Fig. 1: placement view
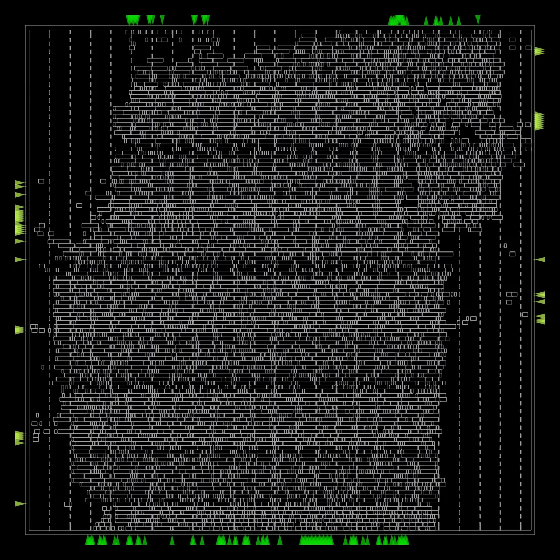
Fig. 2: zoomed window
Window x 151 to 191, y 151 to 191 µm. Cells in grey, sequential cells in the stronger grey; small squares are vias.
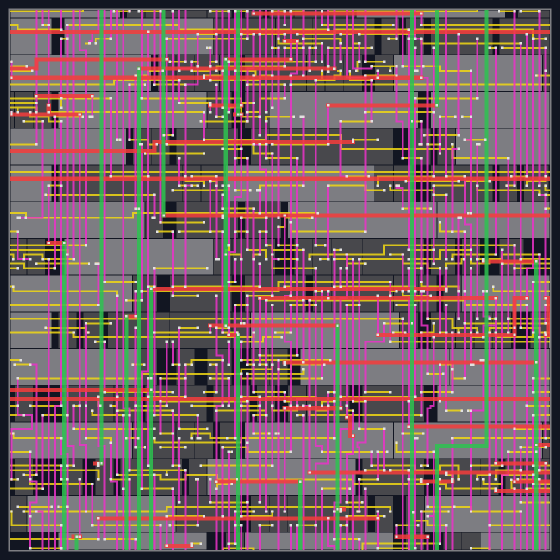
Fig. 3: I/O pins on the die edge
Scale: 1.5 px per µm. Pins as bars across the die edge, other pins in grey.
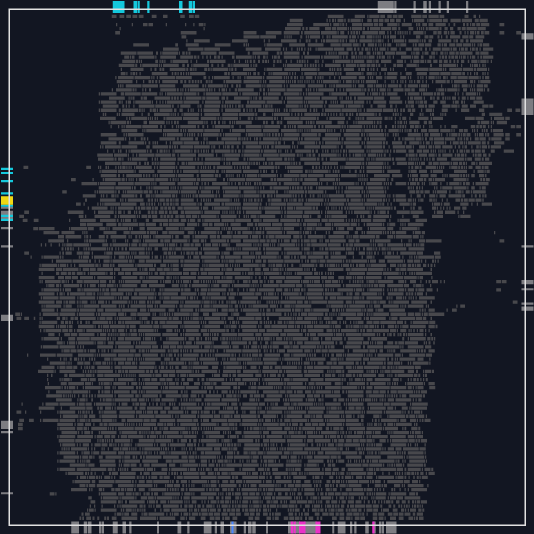
--- src/rtl/vga_scene_pkg.sv ---
// Shared definitions for the VGA scene renderer: game-state codes, palette,
// scene geometry constants, the rectangle-slot record and the sprite bitmap.
// Zero latency (constants, types and one combinational helper); no flow control.
package vga_scene_pkg;

    // Game-state encodings driven by the level controller
    localparam logic [2:0] GS_RUNNING   = 3'd0;
    localparam logic [2:0] GS_GAME_OVER = 3'd1;
    localparam logic [2:0] GS_WIN       = 3'd2;

    // Palette
    localparam logic [23:0] LIGHT_GRAY      = 24'hC0C0C0;
    localparam logic [23:0] DARK_GRAY       = 24'h404040;
    localparam logic [23:0] LAVA_RED        = 24'hFF0000;
    localparam logic [23:0] GOLD            = 24'hFFD700;
    localparam logic [23:0] GRASS_GREEN     = 24'h3CB043;
    localparam logic [23:0] LAVA_WALL_COLOR = 24'hFF4500;

    // Scene geometry
    localparam int LAVA_WIDTH  = 40;
    localparam int SCREEN_H    = 480;
    localparam int SPRITE_SIZE = 16;

    // Slot bounds are stored at a fixed width wide enough for any COORD_W up to 16
    localparam int MAX_COORD_W = 16;

    typedef struct packed {
        logic                   valid;
        logic [MAX_COORD_W-1:0] x0;
        logic [MAX_COORD_W-1:0] x1;
        logic [MAX_COORD_W-1:0] y0;
        logic [MAX_COORD_W-1:0] y1;
        logic [23:0]            color;
    } rect_t;

    typedef enum logic [1:0] {
        FADE_IDLE   = 2'd0,
        FADE_FADING = 2'd1,
        FADE_HELD   = 2'd2
    } fade_state_e;

    // Stick figure, 16x16, px/py relative to the sprite top-left corner.
    // Head block, a two-pixel body, and a pair of diagonals (arms then legs)
    // spreading outward from the body for rows 8..15.
    function automatic logic sprite_pixel(input logic [3:0] px, input logic [3:0] py);
        logic head;
        logic body;
        logic limbs;
        head  = (px >= 4'd5) && (px <= 4'd10) && (py <= 4'd5);
        body  = ((px == 4'd7) || (px == 4'd8)) && (py >= 4'd6) && (py <= 4'd12);
        limbs = (py >= 4'd8) &&
                (({1'b0, px} == (5'd16 - {1'b0, py})) || (px == (py - 4'd1)));
        return head || body || limbs;
    endfunction

endpackage

--- src/rtl/vga_tint_fade.sv ---
// Game-state tint: fade FSM stepping once per frame plus the per-channel blend.
// Blend is combinational (0 clk); fade level updates on frame_start or game_state change.
// No backpressure: consumes one colour per clock, always ready.
//
// Ports: clk, rst (sync, active high), frame_start, game_state,
//        base_color (colour before tint) -> tint_color (blended colour).
module vga_tint_fade
    import vga_scene_pkg::*;
#(
    parameter int FADE_SHIFT = 3
) (
    input  logic        clk,
    input  logic        rst,
    input  logic        frame_start,
    input  logic [2:0]  game_state,
    input  logic [23:0] base_color,
    output logic [23:0] tint_color
);

    localparam logic [FADE_SHIFT:0] LVL_ONE  = (FADE_SHIFT+1)'(1);
    localparam logic [FADE_SHIFT:0] LVL_FULL = (FADE_SHIFT+1)'(1 << FADE_SHIFT);
    localparam int                  BW       = FADE_SHIFT + 11;

    fade_state_e         state_q, state_d;
    logic [FADE_SHIFT:0] level_q, level_d;
    logic                win_q, win_d;      // latched tint target: 1 = WIN, 0 = GAME_OVER
    logic                gs_win;
    logic                gs_end;
    logic [FADE_SHIFT:0] level_inc;
    logic [23:0]         target;

    assign gs_win    = (game_state == GS_WIN);
    assign gs_end    = (game_state == GS_GAME_OVER) || gs_win;
    assign level_inc = level_q + LVL_ONE;

    always_ff @(posedge clk) begin
        if (rst) begin
            state_q <= FADE_IDLE;
            level_q <= '0;
            win_q   <= 1'b0;
        end else begin
            state_q <= state_d;
            level_q <= level_d;
            win_q   <= win_d;
        end
    end

    always_comb begin
        state_d = state_q;
        level_d = level_q;
        win_d   = win_q;
        if (!gs_end) begin
            // Back to play: drop the tint immediately, no frame sync
            state_d = FADE_IDLE;
            level_d = '0;
        end else if ((state_q != FADE_IDLE) && (gs_win != win_q)) begin
            // GAME_OVER <-> WIN swap restarts the fade toward the new target
            state_d = FADE_FADING;
            level_d = '0;
            win_d   = gs_win;
        end else if (frame_start) begin
            case (state_q)
                FADE_IDLE: begin
                    state_d = FADE_FADING;
                    level_d = '0;
                    win_d   = gs_win;
                end
                FADE_FADING: begin
                    level_d = level_inc;
                    if (level_inc == LVL_FULL) begin
                        state_d = FADE_HELD;
                    end
                end
                default: ;
            endcase
        end
    end

    // base + ((target - base) * level) >>> FADE_SHIFT; at full level the
    // product is an exact multiple of 2**FADE_SHIFT so the result hits target.
    function automatic logic [7:0] blend(input logic [7:0] b, input logic [7:0] t,
                                         input logic [FADE_SHIFT:0] lvl);
        logic signed [8:0]    diff;
        logic signed [BW-1:0] prod;
        logic signed [BW-1:0] sum;
        logic [7:0]           res;
        diff = $signed({1'b0, t}) - $signed({1'b0, b});
        prod = BW'(diff) * BW'($signed({1'b0, lvl}));
        sum  = (prod >>> FADE_SHIFT) + BW'($signed({1'b0, b}));
        if (sum[BW-1]) begin
            res = 8'd0;
        end else if (sum > BW'(255)) begin
            res = 8'hFF;
        end else begin
            res = sum[7:0];
        end
        return res;
    endfunction

    always_comb begin
        if (win_q) begin
            target = base_color | 24'h302000;
        end else begin
            target = {base_color[23:16] | 8'h60, 1'b0, base_color[15:9], 1'b0, base_color[7:1]};
        end
        tint_color = {blend(base_color[23:16], target[23:16], level_q),
                      blend(base_color[15:8],  target[15:8],  level_q),
                      blend(base_color[7:0],   target[7:0],   level_q)};
    end

endmodule

--- src/rtl/vga_scene_renderer.sv ---
// Pipelined pixel colour generator: BG, ceiling, rectangle table, lava column, sprite, tint.
// Latency 3 clk from x/y/active_pixels to VGA_*/out_active.
// No backpressure: one pixel accepted and produced every clock.
//
// Ports: pixel stream in (x, y, active_pixels, frame_start), scene state
// (player_*, lava_*, game_state), slot write port (wr_*, clear_all),
// DAC out (VGA_R/G/B, out_active). Build option SPRITE_MIRROR_EN adds
// player_dir (1 = facing left) which mirrors the sprite horizontally.
module vga_scene_renderer
    import vga_scene_pkg::*;
#(
    parameter int          NUM_RECTS    = 16,
    parameter int          COORD_W      = 10,
    parameter int          CEIL_Y       = 75,
    parameter int          FADE_SHIFT   = 3,
    parameter logic [23:0] BG_COLOR     = LIGHT_GRAY,
    parameter logic [23:0] PLAYER_COLOR = 24'h0000FF
) (
    input  logic                         clk,
    input  logic                         rst,
    input  logic [COORD_W-1:0]           x,
    input  logic [COORD_W-1:0]           y,
    input  logic                         active_pixels,
    input  logic                         frame_start,
    input  logic [COORD_W-1:0]           player_x,
    input  logic [COORD_W-1:0]           player_y,
    input  logic [COORD_W-1:0]           lava_x,
    input  logic [COORD_W-1:0]           lava_height,
    input  logic [2:0]                   game_state,
    input  logic                         wr_en,
    input  logic [$clog2(NUM_RECTS)-1:0] wr_idx,
    input  logic [COORD_W-1:0]           wr_x0,
    input  logic [COORD_W-1:0]           wr_x1,
    input  logic [COORD_W-1:0]           wr_y0,
    input  logic [COORD_W-1:0]           wr_y1,
    input  logic [23:0]                  wr_color,
    input  logic                         wr_valid,
    input  logic                         clear_all,
`ifdef SPRITE_MIRROR_EN
    input  logic                         player_dir,
`endif
    output logic [7:0]                   VGA_R,
    output logic [7:0]                   VGA_G,
    output logic [7:0]                   VGA_B,
    output logic                         out_active
);

    // ---------------- scene table ----------------
    rect_t rect_q [NUM_RECTS];

    always_ff @(posedge clk) begin
        if (rst) begin
            for (int i = 0; i < NUM_RECTS; i++) rect_q[i] <= '0;
        end else if (clear_all) begin
            // clear_all beats a same-cycle write
            for (int i = 0; i < NUM_RECTS; i++) rect_q[i].valid <= 1'b0;
        end else if (wr_en && (int'(wr_idx) < NUM_RECTS)) begin
            rect_q[wr_idx] <= '{valid: wr_valid,
                                x0:    MAX_COORD_W'(wr_x0),
                                x1:    MAX_COORD_W'(wr_x1),
                                y0:    MAX_COORD_W'(wr_y0),
                                y1:    MAX_COORD_W'(wr_y1),
                                color: wr_color};
        end
    end

    // ---------------- stage 1: hit tests ----------------
    logic [MAX_COORD_W-1:0] xw, yw;
    logic [NUM_RECTS-1:0]   hit_d, hit_q;
    logic [COORD_W:0]       spr_x_end, spr_y_end, lava_x_end, lava_y_sum;
    logic                   spr_box_d, spr_box_q;
    logic                   lava_d, lava_q;
    logic                   ceil_d, ceil_q;
    logic [3:0]             px_raw, px_d, px_q, py_d, py_q;
    logic                   act1_q;

    assign xw = MAX_COORD_W'(x);
    assign yw = MAX_COORD_W'(y);

    always_comb begin
        hit_d = '0;
        for (int i = 0; i < NUM_RECTS; i++) begin
            hit_d[i] = rect_q[i].valid &&
                       (xw >= rect_q[i].x0) && (xw <= rect_q[i].x1) &&
                       (yw >= rect_q[i].y0) && (yw <= rect_q[i].y1);
        end
    end

    // One extra bit on the far edges so a box near the right/bottom limit cannot wrap
    assign spr_x_end  = {1'b0, player_x} + (COORD_W+1)'(SPRITE_SIZE);
    assign spr_y_end  = {1'b0, player_y} + (COORD_W+1)'(SPRITE_SIZE);
    assign lava_x_end = {1'b0, lava_x}   + (COORD_W+1)'(LAVA_WIDTH);
    // y >= SCREEN_H - lava_height rewritten as a sum so tall lava cannot underflow
    assign lava_y_sum = {1'b0, y} + {1'b0, lava_height};

    assign spr_box_d = (x >= player_x) && ({1'b0, x} < spr_x_end) &&
                       (y >= player_y) && ({1'b0, y} < spr_y_end);
    assign lava_d    = (x >= lava_x) && ({1'b0, x} < lava_x_end) &&
                       (lava_y_sum >= (COORD_W+1)'(SCREEN_H));
    assign ceil_d    = (y < COORD_W'(CEIL_Y));

    // Sprite is 16 wide, so the low nibble difference is the in-sprite offset
    assign px_raw = x[3:0] - player_x[3:0];
    assign py_d   = y[3:0] - player_y[3:0];
`ifdef SPRITE_MIRROR_EN
    assign px_d   = player_dir ? (4'd15 - px_raw) : px_raw;
`else
    assign px_d   = px_raw;
`endif

    always_ff @(posedge clk) begin
        if (rst) begin
            hit_q     <= '0;
            spr_box_q <= 1'b0;
            lava_q    <= 1'b0;
            ceil_q    <= 1'b0;
            px_q      <= '0;
            py_q      <= '0;
            act1_q    <= 1'b0;
        end else begin
            hit_q     <= hit_d;
            spr_box_q <= spr_box_d;
            lava_q    <= lava_d;
            ceil_q    <= ceil_d;
            px_q      <= px_d;
            py_q      <= py_d;
            act1_q    <= active_pixels;
        end
    end

    // ---------------- stage 2: priority select ----------------
    logic [23:0] color_d, color_q;
    logic        act2_q;

    always_comb begin
        color_d = BG_COLOR;
        if (ceil_q) color_d = DARK_GRAY;
        // Ascending scan: the highest-index hitting slot is the last to assign
        for (int i = 0; i < NUM_RECTS; i++) begin
            if (hit_q[i]) color_d = rect_q[i].color;
        end
        if (lava_q) color_d = LAVA_WALL_COLOR;
        if (spr_box_q && sprite_pixel(px_q, py_q)) color_d = PLAYER_COLOR;
    end

    always_ff @(posedge clk) begin
        if (rst) begin
            color_q <= '0;
            act2_q  <= 1'b0;
        end else begin
            color_q <= color_d;
            act2_q  <= act1_q;
        end
    end

    // ---------------- stage 3: tint and output ----------------
    logic [23:0] tint_w;
    logic [23:0] rgb_q;
    logic        act3_q;

    vga_tint_fade #(
        .FADE_SHIFT (FADE_SHIFT)
    ) u_tint (
        .clk         (clk),
        .rst         (rst),
        .frame_start (frame_start),
        .game_state  (game_state),
        .base_color  (color_q),
        .tint_color  (tint_w)
    );

    always_ff @(posedge clk) begin
        if (rst) begin
            rgb_q  <= '0;
            act3_q <= 1'b0;
        end else begin
            rgb_q  <= act2_q ? tint_w : 24'h0;
            act3_q <= act2_q;
        end
    end

    assign VGA_R      = rgb_q[23:16];
    assign VGA_G      = rgb_q[15:8];
    assign VGA_B      = rgb_q[7:0];
    assign out_active = act3_q;

endmodule

--- config.mk ---
export PLATFORM = sky130hd
export DESIGN_NAME = vga_scene_renderer
export DESIGN_NICKNAME = d
export VERILOG_FILES = /design/src/rtl/vga_scene_pkg.sv /design/src/rtl/vga_tint_fade.sv /design/src/rtl/vga_scene_renderer.sv
export SDC_FILE = /design/constraint.sdc
export NUM_CORES = 2
export LEC_CHECK = 0
export ABC_AREA = 1
export CORE_MARGIN = 2
export CORE_UTILIZATION = 57
export CTS_CLUSTER_SIZE = 24
export DETAILED_ROUTE_END_ITERATION = 16
export HOLD_SLACK_MARGIN = 0.06
export PLACE_DENSITY = 0.88
export SLEW_MARGIN = 10
export SYNTH_ARGS = -nofsm -noshare
export SYNTH_HDL_FRONTEND = slang
export SYNTH_SLANG_ARGS = --single-unit
--- constraint.sdc ---
create_clock -name clk -period 6.35 [get_ports clk]
set_clock_uncertainty 0.2 [all_clocks]
set_input_delay 0.9525 -clock clk [delete_from_list [all_inputs] [get_ports clk]]
set_output_delay 0.9525 -clock clk [all_outputs]
set_load 0.005 [all_outputs]
==> Slide: Implementation Results <==
Synthesis and Place & Route Summary

GRT
  – Vias in the first global route: 52070
  – Global-route wire length before repair: 277700 µm
  – Largest net degree at the start of global routing: 68

Synthesis
  – MUX share of area: 0
  – Synth Seq Share: 0.5030
  – Syn Area/Cell: 9.631 µm²
  – Post-synth top cells: 1337 x nor2_1, 1093 x inv_1, 1040 x edfxtp_1
  – Number of enable flip-flop cells: 1040
  – Yosys Chip Area: 0.06547 mm²
  – Area leader, netlist: edfxtp_1
  – Xor/xnor share: 0.01170
  – Syn Inst Count: 6798
  – Ys async rst share: 0
  – Dominant comb cell: adder cells
  – Flops & latches, synth: 1125
  – Basic Gates by Area: 0.1517
  – Top cell area share: 0.4770
  – Yosys Instances: 6798

Routing
  – Final WL: 183500 µm
  – WL/cell: 21.48 µm
  – Vias: 51360
  – ANT nets after route: 0
  – Via density: 6.011
  – Initial DRC Count: 6349
  – TritonRoute pass-1 iters: 8
  – DRC violations left: 0

Power and ir drop
  – P_sw: 4754 µW
  – Switch share: 0.2678
  – Clk pwr share: 0.374
  – Logic pwr share: 0.141
  – Pwr Density: 243.3 mW/mm²
  – Leak pwr: 0.03324 µW
  – Sequential share of power: 0.485

Layout
  – Logic area: 0.02806 mm²
  – Most numerous logic cells after layout: 1334 x nor2_1, 1082 x inv_1, 1040 x edfxtp_1
  – Layout cell share with drive strength beyond 1: 0.07313
  – Largest register by flop count: rect_q
  – Register area: 0.03294 mm²
  – Largest regs: rect_q (1040), color_q (24), rgb_q (24)
  – Max reg flops: 1040
  – Number of nets in the layout: 7938

Clock network
  – H-tree depth: 3
  – CTS max path bufs: 3
  – Clk slew on worst S/H paths: 0.06 ns
  – Clk_lat worst skew: 0.75 ns
  – TritonCTS Buffers: 113
  – CTS Sinks: 1125
  – Hold buffer count at CTS: 0

Setup path
  – Bufs and invs on worst path: 7
  – Most frequent cell on the critical path: nand2_1
  – CP max stage delay: 0.50 ns
  – Crit path capture type: register
  – Worst path top cell family by delay: adder cells
  – Critical Path AT: 6.68 ns
  – Worst EP required: 6.75 ns
  – CP Class: register to register
  – Max Fanout on Critical Path: 8

Placed design
  – Placed instance area: 0.06876 mm²
  – Placer Congestion: 0.8687
  – Place WS: -0.1609 ns

Final timing
  – Max Slew Vio Count: 0
  – # setup viols final: 0
  – Worst hold margin: 0.2094 ns
  – Min Tclk post-route: 6.276 ns
  – Fmax: 159.3 MHz
  – Final period util: 0.9884
  – Final Worst Setup Slack: 0.07397 ns
  – Least-Margin Pin Slew: 1.154 ns

Status
  – Run status: finished, final reports clean

Die
  – Ports: 163
  – Num rows: 124
  – Pre-Place Util: 0.5734

Min path
  – Hold crit path type: register to register

Job
  – # Max-Cap Violations: 0
-- Fig. 1 (at the start) --
final cell count without fillers: 8543
Core ar.: 0.1142 mm²
Tap Cells: 1512
Seq/total area: 0.4514

-- Fig. 2 (at the start) --
Key: yellow = met1; magenta = met2; green = met4; red = met3
Most frequent: nor2_1 (29), edfxtp_1 (26), inv_1 (23). Netlist names of flops here include `rect_q` (26). 130 logic cells have their middle in the window. Sequential cells in the window: 26.

-- Fig. 3 (at the start) --
Key: cyan = `wr_color` [pins 24, direction input, edge 17 north, 7 west]; yellow = `wr_idx` [pins 4, direction input, edge west]; blue = `clear_all` [pins 1, direction input, edge south]; magenta = `y` [pins 10, direction input, edge south]
All pins by edge: 83 south, 36 north, 26 west, 18 east.
IO buf count: 162
die height: 342.9 µm
Die W: 342.9 µm

repair_timing:
action,4_1_cts,5_1_grt
gates resized,4,84
gates cloned,0,1
setup endpoints to repair,16,16
pin swaps,1,73
buffers inserted,1,21
per-stage QoR:
step	utilization	setup TNS, ns	instances	power (µW)
2_1_floorplan	-	0	6814	10170
3_3_place_gp	0.6022	0	8304	10860
3_5_place_dp	0.6022	-1.610	8304	11040
4_1_cts	0.6337	0	8519	17540
5_1_grt	0.6390	-2.408	8541	18240
6_report	0.6390	0	8543	17750
path summary, 6_finish.rpt:
check             slack, ns         start       end  cells past startpoint
setup reg to reg       0.07  u_tint.win_q  rgb_q[0]                     37
hold reg to reg        0.21        act1_q    act2_q                      2
setup / recovery       0.07  u_tint.win_q  rgb_q[0]                     37
hold / removal         0.21        act1_q    act2_q                      2
worst min-delay path: stages, from the launching register on:
cell	delay, ns
dfxtp_1	0.30
inv_1	0.04
nor2_1	0.03
metal layers:
| metal | routed length [µm] | share of wire | GRT usage | vias up |
|---|---|---|---|---|
| li1 | - | - | - | 22810 |
| met1 | 62670 | 0.34 | 0.3558 | 24240 |
| met2 | 86310 | 0.47 | 0.5122 | 3414 |
| met3 | 22060 | 0.12 | 0.07308 | 879 |
| met4 | 12420 | 0.068 | 0.1890 | 10 |
| met5 | 64 | 0.00035 | 0 | - |
power by group through the flow:
stage               logic [µW]  registers, µW  clock network, µW
finish                    2500           8620               6640
CTS                       2360           8610               6570
detailed placement        2280           8760                  0
floorplan                 1440           8730                  0
global route              2730           8650               6870
global placement          2130           8740                  0
area by class of cell:
class	instances	area share
sequential	1125	0.4514
clock inverter	59	0.006396
inverter	1099	0.05653
timing repair buffer	269	0.03229
multi-input combinational	4322	0.3845
clock buffer	155	0.04287
antenna	2	0.00006859
tap	1512	0.02593
Power figures rest on the tool's default switching activity, not on a simulated workload.
